### Sequential cells grouped by signal name

Bar = 50 um. Other sequential cells in the stronger gray, the rest of the logic in the fainter gray.
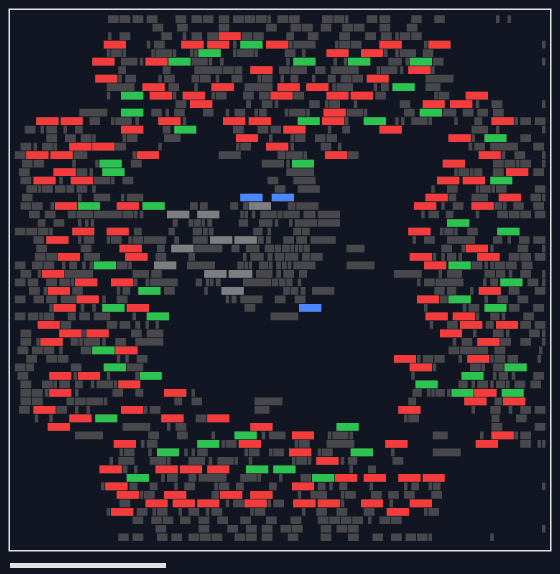
### Port wiring

Bar = 50 um.
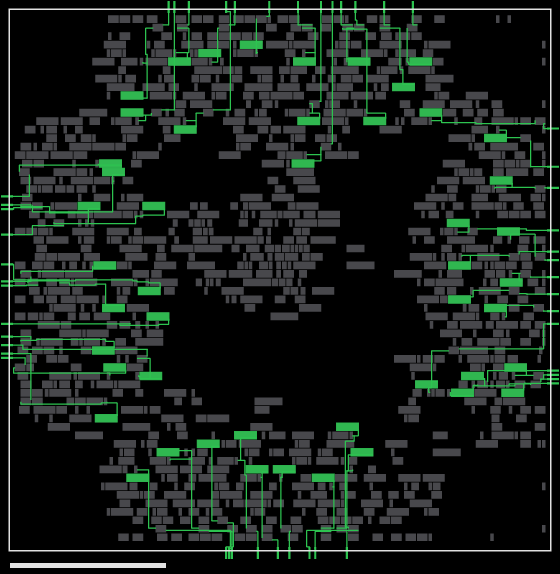
### Signal wires by layer

Two of the layers only.
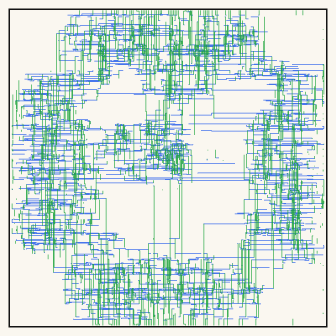
### Clock wiring as the flow saved it

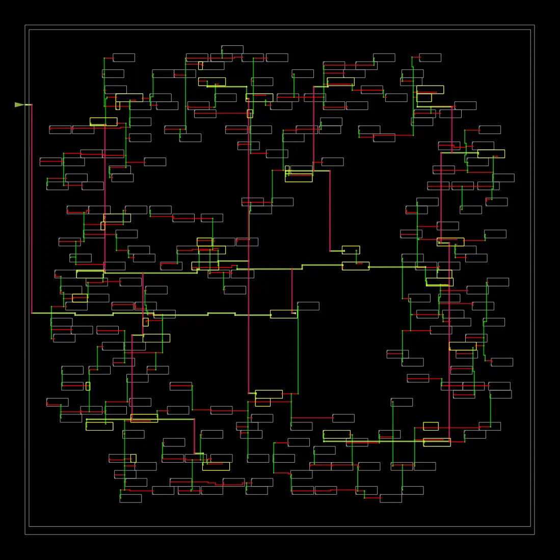
### Layout detail

Region (23, 110) to (63, 150) um. Cells in gray, sequential cells in the stronger gray; small squares are vias.
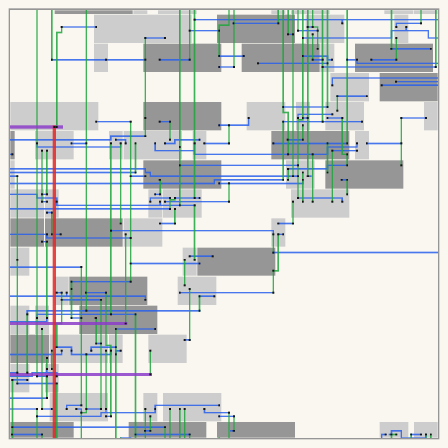
**config.mk**
```make
export PLATFORM = sky130hd
export DESIGN_NAME = sensor_sched
export DESIGN_NICKNAME = d
export VERILOG_FILES = /design/src/rtl/sensor_sched.sv
export SDC_FILE = /design/constraint.sdc
export NUM_CORES = 1
export LEC_CHECK = 0
export CAP_MARGIN = 20
export CORE_UTILIZATION = 29
export DETAILED_ROUTE_END_ITERATION = 6
export SLEW_MARGIN = 20
export SYNTH_ARGS = -nofsm -noshare
export SYNTH_HDL_FRONTEND = slang
export SYNTH_SLANG_ARGS = --single-unit
```
**constraint.sdc**
```tcl
create_clock -name clk -period 3 [get_ports clk]
set_clock_uncertainty 0.1 [all_clocks]
set_input_delay 0.3 -clock clk [delete_from_list [all_inputs] [get_ports clk]]
set_output_delay 0.3 -clock clk [all_outputs]
set_load 0.02 [all_outputs]
```
**src/rtl/sensor_sched.sv**
```systemverilog
// Sensor frame scheduler: latches acc/gyro/mag frames and offers them one at a time to the Kalman core.
// SENSOR_SCHED_OVR_CNT_EN enables the saturating per-sensor overrun counters.
module sensor_sched (
  input  logic        clk,
  input  logic        rst,
  input  logic        sched_en,
  input  logic        acc_ready,
  input  logic        gyro_ready,
  input  logic        mag_ready,
  input  logic [47:0] acc_data,
  input  logic [47:0] gyro_data,
  input  logic [47:0] mag_data,
  output logic        kf_valid,
  input  logic        kf_ready,
  output logic [1:0]  kf_src,
  output logic [47:0] kf_data,
  output logic        frame_done,
  output logic [7:0]  acc_ovr,
  output logic [7:0]  gyro_ovr,
  output logic [7:0]  mag_ovr
);

  typedef enum logic {ST_IDLE, ST_OFFER} state_t;

  state_t            r_state;
  logic [2:0][47:0]  r_slot;
  logic [2:0]        r_pend;
  logic [1:0]        r_rr;
  logic [2:0]        r_mask;

  logic [2:0][47:0]  w_din;
  logic [2:0]        w_cap;
  logic              w_grant;
  logic [1:0]        w_grant_idx;
  logic [2:0]        w_grant_oh;
  logic [47:0]       w_grant_data;
  logic              w_accept;
  logic [2:0]        w_mask_nxt;
  int unsigned       w_j;

  // Round-robin search begins one past the last granted source.
  always_comb begin
    w_cap       = {mag_ready, gyro_ready, acc_ready};
    w_din       = {mag_data, gyro_data, acc_data};
    w_grant     = 1'b0;
    w_grant_idx = '0;
    w_j         = 0;
    if (r_state == ST_IDLE && sched_en) begin
      for (int unsigned k = 0; k < 3; k++) begin
        w_j = (32'(r_rr) + k + 1) % 3;
        if (!w_grant && r_pend[w_j]) begin
          w_grant     = 1'b1;
          w_grant_idx = 2'(w_j);
        end
      end
    end
    w_grant_oh = w_grant ? (3'b001 << w_grant_idx) : '0;
    case (w_grant_idx)
      2'd0:    w_grant_data = r_slot[0];
      2'd1:    w_grant_data = r_slot[1];
      default: w_grant_data = r_slot[2];
    endcase
    w_accept   = (r_state == ST_OFFER) && kf_ready;
    w_mask_nxt = r_mask | (w_accept ? (3'b001 << (kf_src - 2'd1)) : '0);
  end

  always_ff @(posedge clk) begin
    if (rst) begin
      r_state    <= ST_IDLE;
      r_slot     <= '0;
      r_pend     <= '0;
      r_rr       <= 2'd2;
      r_mask     <= '0;
      kf_valid   <= 1'b0;
      kf_src     <= '0;
      kf_data    <= '0;
      frame_done <= 1'b0;
    end else begin
      frame_done <= 1'b0;
      case (r_state)
        ST_IDLE: begin
          if (w_grant) begin
            kf_valid <= 1'b1;
            kf_src   <= w_grant_idx + 2'd1;
            kf_data  <= w_grant_data;
            r_rr     <= w_grant_idx;
            r_state  <= ST_OFFER;
          end
        end
        ST_OFFER: begin
          if (kf_ready) begin
            kf_valid <= 1'b0;
            kf_src   <= '0;
            r_state  <= ST_IDLE;
            if (&w_mask_nxt) begin
              r_mask     <= '0;
              frame_done <= 1'b1;
            end else begin
              r_mask <= w_mask_nxt;
            end
          end
        end
        default: r_state <= ST_IDLE;
      endcase
      // A capture in the grant cycle re-arms the slot after the old contents were taken.
      r_pend <= (r_pend & ~w_grant_oh) | w_cap;
      for (int unsigned i = 0; i < 3; i++) begin
        if (w_cap[i]) r_slot[i] <= w_din[i];
      end
    end
  end

`ifdef SENSOR_SCHED_OVR_CNT_EN
  logic [2:0][7:0] r_ovr;
  logic [2:0]      w_ovr_hit;

  assign w_ovr_hit = w_cap & r_pend & ~w_grant_oh;

  always_ff @(posedge clk) begin
    if (rst) begin
      r_ovr <= '0;
    end else begin
      for (int unsigned i = 0; i < 3; i++) begin
        if (w_ovr_hit[i] && r_ovr[i] != 8'hFF) r_ovr[i] <= r_ovr[i] + 8'd1;
      end
    end
  end

  assign acc_ovr  = r_ovr[0];
  assign gyro_ovr = r_ovr[1];
  assign mag_ovr  = r_ovr[2];
`else
  assign acc_ovr  = '0;
  assign gyro_ovr = '0;
  assign mag_ovr  = '0;
`endif

endmodule

```
==> reports/results.tsv <==
metric	value	unit
critical_path_cell_count	12	
setup.worst_path.start_class	flip-flop	
crit_family	AND-OR/OR-AND gates	
h-tree-depth	1	
synth_adder_area_share	1.03	%
top_cell	sky130_fd_sc_hd__dfxtp_1	
worst-setup-path-type	reg -> reg	
worstPathBufferInverterCount	3	
enable_flop_cells	0	
ant_nets	0	
top_cells_by_count	205 x sky130_fd_sc_hd__dfxtp_1, 199 x sky130_fd_sc_hd__nor2_1, 145 x sky130_fd_sc_hd__mux2i_1, 53 x sky130_fd_sc_hd__nand2_1, 48 x sky130_fd_sc_hd__a22oi_1	
synthToLayoutAreaGrowth	37.9	%
core-area	0.0287	mm^2
critical_path.startpoint	r_rr[1]	
clock_tree.root_cell	sky130_fd_sc_hd__clkbuf_16	
static-leakage-power	0.00460	uW
hold_violations	0	
status	complete, no violations	
cts_resized	0	
critical_path.most_common_cell	sky130_fd_sc_hd__buf_12	
power_density	706	mW/mm^2
cp_cell_sequence	inv_1 -> ha_1 -> a22o_1 -> a211oi_2 -> nor2_1 -> o32a_1 -> ha_2 -> nor2_4 -> buf_12 -> buf_12 -> nand2_1 -> a311oi_2	
setup_viol	0	
hold_path_class	in -> reg	
Back to the opening pictures, 'Sequential cells grouped by signal name':
| signal | color | placed flops |
|---|---|---|
| r_slot | red | 144 |
| r_pend | blue | 3 |
| kf_data | green | 48 |
total area of sequential cells: 0.00411 mm^2
Seq area share: 35.1%
Seq. pwr: 3230 uW
utilization after layout: 40.7%

Back to the opening pictures, 'Port wiring':
| port | color | direction | end cells | buffers | wire |
|---|---|---|---|---|---|
| kf_data | green | output | 48 | 48 | 1790 um |
I/O pin count: 227
number of buffers added on ports: 202

Back to the opening pictures, 'Signal wires by layer':
| layer | color | wire length |
|---|---|---|
| metal 2 | green | 10000 um |
| metal 1 | blue | 10800 um |
Total Routed Length: 22.8 mm
average detailed-routed wire length per instance: 15.9 um

Back to the opening pictures, 'Clock wiring as the flow saved it':
number of clock-tree buffers in the layout: 35
clock insertion delay at the later pin of the skew report: 520 ps
number of buffers created by CTS: 24
sinks on the clock net: 205
clock-net power: 2720 uW

Back to the opening pictures, 'Layout detail':
| layer | color |
|---|---|
| metal 3 | purple |
| metal 2 | green |
| metal 4 | red |
| metal 1 | blue |
sequential cells in the window: 17
cells with their middle in the window: 55
netlist names of flops here include: r_slot (10), kf_data (7)
most frequent: dfxtp_1 (17), nor2_1 (11), mux2i_1 (7)

==> cell type report <==
type | count | area, um^2
clock buffers | 35 | 702
multi-input cells | 573 | 3990
inverters | 9 | 33.8
well taps | 384 | 480
clock inverters | 4 | 31.3
repair buffers | 221 | 2340
flip-flops and latches | 205 | 4110
fillers | 2860 | 17000
==> layout by cell type, fill, tap and decap left out, types with 5 or more instances in the layout <==
cell type	netlist	layout
sky130_fd_sc_hd__clkdlybuf4s50_1	0	198
sky130_fd_sc_hd__a311oi_1	13	13
sky130_fd_sc_hd__clkbuf_16	0	26
sky130_fd_sc_hd__a311oi_2	36	36
sky130_fd_sc_hd__mux2i_1	145	145
sky130_fd_sc_hd__buf_4	24	8
sky130_fd_sc_hd__nor2_1	199	198
sky130_fd_sc_hd__clkbuf_1	43	5
sky130_fd_sc_hd__a22oi_1	48	45
sky130_fd_sc_hd__a21oi_1	11	10
sky130_fd_sc_hd__buf_12	0	12
sky130_fd_sc_hd__nor2b_1	6	6
sky130_fd_sc_hd__nand2_1	53	53
sky130_fd_sc_hd__dfxtp_1	205	204
sky130_fd_sc_hd__clkbuf_8	0	6
sky130_fd_sc_hd__inv_1	9	9
sky130_fd_sc_hd__conb_1	1	24
==> routing by layer <==
layer  routed length, um  track usage (%)  up-vias
met3                1470             3.65       32
met4                 509             3.83        0
met2               10000             23.3      183
met1               10800             19.5     3052
met5                   0                0        -
li1                    -                -     3283
==> power breakdown <==
group	total, uW	leakage (uW)	internal, uW	switching, uW
Combinational	2290	0.00254	1090	1210
Sequential	3230	0.00169	3040	194
Clock	2720	0.000363	1610	1120
Total	8250	0.00460	5740	2520
==> registers in the layout (all words and copies together) (netlist names) <==
name        cells
kf_src          2
r_slot        144
r_state         1
r_pend          3
frame_done      1
r_rr            2
kf_valid        1
r_mask          3
kf_data        48
Power figures rest on the tool's default switching activity, not on a simulated workload.
